--- config.mk ---
export PLATFORM = sky130hd
export DESIGN_NAME = fifo_reader
export DESIGN_NICKNAME = d
export VERILOG_FILES = /design/src/rtl/fifo_reader_pkg.sv /design/src/rtl/fifo_reader_obuf.sv /design/src/rtl/fifo_reader.sv
export SDC_FILE = /design/constraint.sdc
export NUM_CORES = 1
export LEC_CHECK = 0
export ABC_AREA = 1
export CAP_MARGIN = 0
export CORE_AREA = 2 2 64 66
export CTS_BUF_LIST = sky130_fd_sc_hd__clkbuf_8
export DETAILED_ROUTE_END_ITERATION = 16
export DIE_AREA = 0 0 66 68
export SLEW_MARGIN = 20
export SYNTH_ARGS = -nofsm -noshare
export SYNTH_HDL_FRONTEND = slang
export SYNTH_HIERARCHICAL = 1
export SYNTH_SLANG_ARGS = --single-unit
--- constraint.sdc ---
create_clock -name clk -period 2.65 [get_ports clk]
set_input_delay 0.53 -clock clk [delete_from_list [all_inputs] [get_ports clk]]
set_output_delay 0.53 -clock clk [all_outputs]
set_load 0.05 [all_outputs]
--- src/rtl/fifo_reader_pkg.sv ---
// Shared constants and helpers for the FIFO read-side controller and its output buffer.
package fifo_reader_pkg;

    localparam int DATA_W_DEF = 4;
    localparam int CNT_W_DEF  = 8;
    localparam int OBUF_DEPTH = 2;

    // Words that will occupy the buffer after this edge: current entries, minus a take, plus a capture.
    function automatic logic [2:0] pending_words(
        input logic [1:0] occ,
        input logic       take,
        input logic       inflight
    );
        return {1'b0, occ} - {2'b00, take} + {2'b00, inflight};
    endfunction

endpackage

--- src/rtl/fifo_reader_obuf.sv ---
// Two-entry ordered output buffer: writes land behind existing entries, takes remove the head.
module fifo_reader_obuf
    import fifo_reader_pkg::*;
#(
    parameter int DATA_W = DATA_W_DEF
) (
    input  logic              clk,
    input  logic              rst_n,
    input  logic              wr_en,
    input  logic [DATA_W-1:0] wr_data,
    input  logic              take,
    output logic [DATA_W-1:0] head_data,
    output logic [1:0]        occ
);

    logic [DATA_W-1:0] ent0_q;
    logic [DATA_W-1:0] ent0_d;
    logic [DATA_W-1:0] ent1_q;
    logic [DATA_W-1:0] ent1_d;
    logic [1:0]        occ_q;
    logic [1:0]        occ_d;

    // Next-state for entries and occupancy; entry 0 is always the head.
    always_comb begin
        ent0_d = ent0_q;
        ent1_d = ent1_q;
        occ_d  = occ_q;
        case ({wr_en, take})
            2'b01: begin
                if (occ_q != 2'd0) begin
                    ent0_d = ent1_q;
                    occ_d  = occ_q - 2'd1;
                end else begin
                    occ_d = occ_q;
                end
            end
            2'b10: begin
                case (occ_q)
                    2'd0: begin
                        ent0_d = wr_data;
                        occ_d  = 2'd1;
                    end
                    2'd1: begin
                        ent1_d = wr_data;
                        occ_d  = 2'd2;
                    end
                    default: begin
                        occ_d = occ_q;
                    end
                endcase
            end
            2'b11: begin
                // Occupancy unchanged; the new word slides in behind whatever remains.
                if (occ_q == 2'd2) begin
                    ent0_d = ent1_q;
                    ent1_d = wr_data;
                end else if (occ_q == 2'd1) begin
                    ent0_d = wr_data;
                end else begin
                    ent0_d = wr_data;
                    occ_d  = 2'd1;
                end
            end
            default: begin
                occ_d = occ_q;
            end
        endcase
    end

    // Buffer state registers.
    always_ff @(posedge clk or negedge rst_n) begin
        if (!rst_n) begin
            ent0_q <= {DATA_W{1'b0}};
            ent1_q <= {DATA_W{1'b0}};
            occ_q  <= 2'd0;
        end else begin
            ent0_q <= ent0_d;
            ent1_q <= ent1_d;
            occ_q  <= occ_d;
        end
    end

    assign head_data = ent0_q;
    assign occ       = occ_q;

endmodule

--- src/rtl/fifo_reader.sv ---
// Read-side controller: issues FIFO pops, absorbs the one-cycle read latency and presents a valid/ready stream.
module fifo_reader
    import fifo_reader_pkg::*;
#(
    parameter int DATA_W = DATA_W_DEF,
    parameter int CNT_W  = CNT_W_DEF
) (
    input  logic              clk,
    input  logic              reset,
    input  logic              enable,
    input  logic              fifo_empty,
    input  logic [DATA_W-1:0] fifo_q,
    output logic              fifo_pop,
    output logic              out_valid,
    input  logic              out_ready,
    output logic [DATA_W-1:0] out_data,
    output logic [CNT_W-1:0]  words_out,
    output logic              busy
);

    logic             inflight_q;
    logic             inflight_d;
    logic [CNT_W-1:0] words_q;
    logic [CNT_W-1:0] words_d;
    logic [1:0]       occ_s;
    logic             take_s;
    logic             pop_s;

    assign take_s = out_valid & out_ready;

    // Pop only when the word it returns is guaranteed a free slot; held off while in reset.
    always_comb begin
        pop_s      = 1'b0;
        inflight_d = 1'b0;
        words_d    = words_q;
        if (reset && enable && !fifo_empty &&
            (pending_words(occ_s, take_s, inflight_q) < 3'(OBUF_DEPTH))) begin
            pop_s = 1'b1;
        end else begin
            pop_s = 1'b0;
        end
        inflight_d = pop_s;
        if (take_s) begin
            words_d = words_q + CNT_W'(1);
        end else begin
            words_d = words_q;
        end
    end

    // In-flight flag and delivered-word counter.
    always_ff @(posedge clk or negedge reset) begin
        if (!reset) begin
            inflight_q <= 1'b0;
            words_q    <= {CNT_W{1'b0}};
        end else begin
            inflight_q <= inflight_d;
            words_q    <= words_d;
        end
    end

    fifo_reader_obuf #(
        .DATA_W (DATA_W)
    ) u_obuf (
        .clk       (clk),
        .rst_n     (reset),
        .wr_en     (inflight_q),
        .wr_data   (fifo_q),
        .take      (take_s),
        .head_data (out_data),
        .occ       (occ_s)
    );

    assign fifo_pop  = pop_s;
    assign out_valid = (occ_s != 2'd0);
    assign words_out = words_q;
    assign busy      = inflight_q | (occ_s != 2'd0);

endmodule

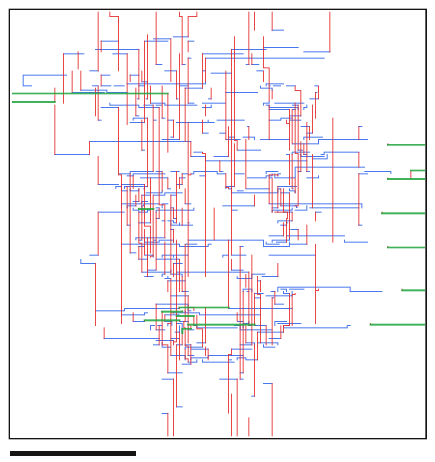
*Metal layers overlaid*
Scale bar: 20 µm.
metal 3: in green, wire length 104 µm. metal 2: in red, wire length 1,130 µm. metal 1: in blue, wire length 878 µm.

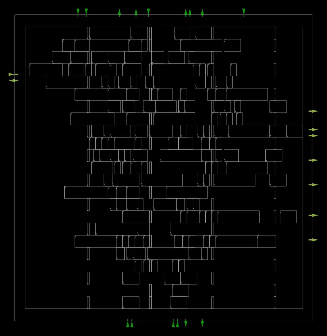
*Placement view*
final core utilization: 39.9%
Layout Cells excl Fill: 218
fill count: 388
row count: 23
flip-flops: 19

==> GITHUB_STEP_SUMMARY <==
### Flow metrics

| Metric | Value |
|---|---|
| Adder share | 7.46% |
| Detailed Routing Iterations Pass 1 | 4 |
| Top logic family | simple AND/OR/NAND/NOR gates |
| Final WL | 2120 µm |
| Final Setup Violations | 1 |
| Fin. Hold Viols | 0 |
| Yosys xor share | 3.95% |
| PnR worst setup slack | -92.2 ps |
| Die y size | 68 µm |
| Clock Path Buffers | 2 |
| Sinks on Clock Net | 19 |
| Worst relative slew slack | 67.0% |
| Chip area line of the yosys report | 1110 µm² |
| Final slew viol count | 0 |
| Worst endpoint required time | 2120 ps |
| CTS-repair resized insts | 3 |
| RR Endpoint | inflight_q$_DFF_PN0_ |
| Clock skew | 1.14 ps |
| Syn-to-layout area delta | 38.9% |
| CTS tree | yes |
| HP Class | flip-flop to flip-flop |
| Antenna Nets Post-Route | 0 |
| Fin area | 1540 µm² |
| Status | finished with violations |
| Placed cell areas | 1450 µm² |
| Top cells by area | dfrtp_1 (43%), nand2_1 (14%), inv_1 (7.5%) |
| Yosys Warn Count | 6 |
| Cell Type Count | 24 |
| Clk root buf | clkbuf_8 |
| Area fraction in mux cells | 0% |
| DR iter-0 viols | 38 |
| Worst r2r src | u_obuf/occ[1]$_DFFE_PN0P_ |
| Type of origin of the critical path | flip-flop |
| Die ar. | 4490 µm² |
| Worst-Margin Slew | 493 ps |
| Fmax | 0.365 GHz |
| Commonest Layout Cell | nand2_1 |
| IO Count | 24 |
| CP max FO | 2 |
| Syn Inst Count | 134 |
| Cell Area, Synth | 1110 µm² |
| Synth area leader | dfrtp_1 |
| CP Capture Type | primary output |
| Routability cong. | 0.785 |
| Top cell area share | 42.9% |
| Net Count, Synth | 149 |
| First-pass GRT wire length | 3840 µm |
| Post-CTS setup buffer count | 3 |
| Number of enable flip-flop cells | 0 |
| Hold-fix buffers, CTS | 0 |
| Fp util | 28.7% |
| Latency at later pin | 250 ps |
| Worst vdd ir | 0.357 mV |
| Largest net degree at the start of global routing | 20 |
| Hold Path Cell Cnt | 2 |
| Compound Share, Synth | 9.83% |
| DR DRC count | 0 |
| CTS Buf Count | 3 |
| Nets | 184 |
| Layout cell share with drive strength beyond 1 | 19.6% |
| Initial antenna violation count | 0 |
| Failing checks | setup timing |
| CTS clk-pin slew, worst paths | 70 ps |
| Post-Synth Simple-Gate Area | 26.7% |
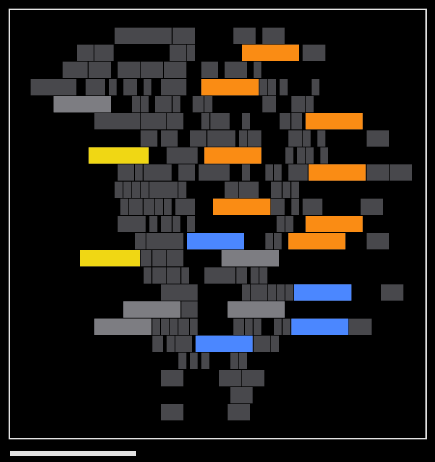
*Where the registers sit*
Scale bar: 20 µm. Other sequential cells in the stronger gray, the rest of the logic in the fainter gray.
`u_obuf/occ`: in yellow, sequential cells 2. `u_obuf/head_data`: in blue, sequential cells 4. `words_out`: in orange, sequential cells 8.
Another 5 sequential cells are not colored.

## through the flow
stage               cells  total power, mW  hold slack (ps)  util, %  setup WS, ps
finish                218             1.98              485     39.9         -92.2
global route          218             2.15              502     39.9          -184
CTS                   216             1.99              490     39.5          -185
detailed placement    209             1.75              470     37.6          -386
global placement      209             1.72              466     37.6          -347
floorplan             134             1.40              234        -         -9.45
## power by group
group | switching (mW) | total (mW) | internal (mW)
combinational | 0.783 | 1.25 | 0.469
sequential | 0.101 | 0.522 | 0.421
clock | 0.0984 | 0.204 | 0.106
## worst max path at each step
stage | cells past startpoint | endpoint | startpoint
floorplan | 8 | fifo_pop | out_ready
global placement | 9 | fifo_pop | out_ready
detailed placement | 9 | fifo_pop | out_ready
CTS | 8 | fifo_pop | u_obuf/occ[0]$_DFFE_PN0P_
global route | 8 | fifo_pop | u_obuf/occ[0]$_DFFE_PN0P_
finish | 8 | fifo_pop | u_obuf/occ[1]$_DFFE_PN0P_
## sequential cells by signal, summed over array words and instances (netlist names)
name              cells
u_obuf/ent1_q         4
u_obuf/head_data      4
u_obuf/occ            2
words_out             8
inflight_q            1
## layer usage
metal | vias up | global-route usage, % | wire length (µm)
li1 | 484 | - | -
met1 | 425 | 13.5 | 877
met2 | 24 | 19.8 | 1130
met3 | 0 | 1.64 | 103
met4 | 0 | 3.06 | 0
met5 | - | 0 | 0
## worst max-delay path, cell delays in order (launching register included)
cell	delay, ps
dfrtp_2	420
nor2_4	140
nor2_4	60
ha_4	200
or2_4	240
fa_1	480
nand4_1	130
nor2_4	150
buf_12	150
## area by class of cell
cell class / count / area share, %
Clock inverter: 1 / 0.488
Multi-Input combinational cell: 90 / 36.3
Inverter: 24 / 5.86
Clock buffer: 3 / 2.69
Sequential cell: 19 / 31.1
Tap cell: 50 / 4.07
Timing Repair Buffer: 31 / 19.5
Power is estimated from default activity; no workload was simulated.
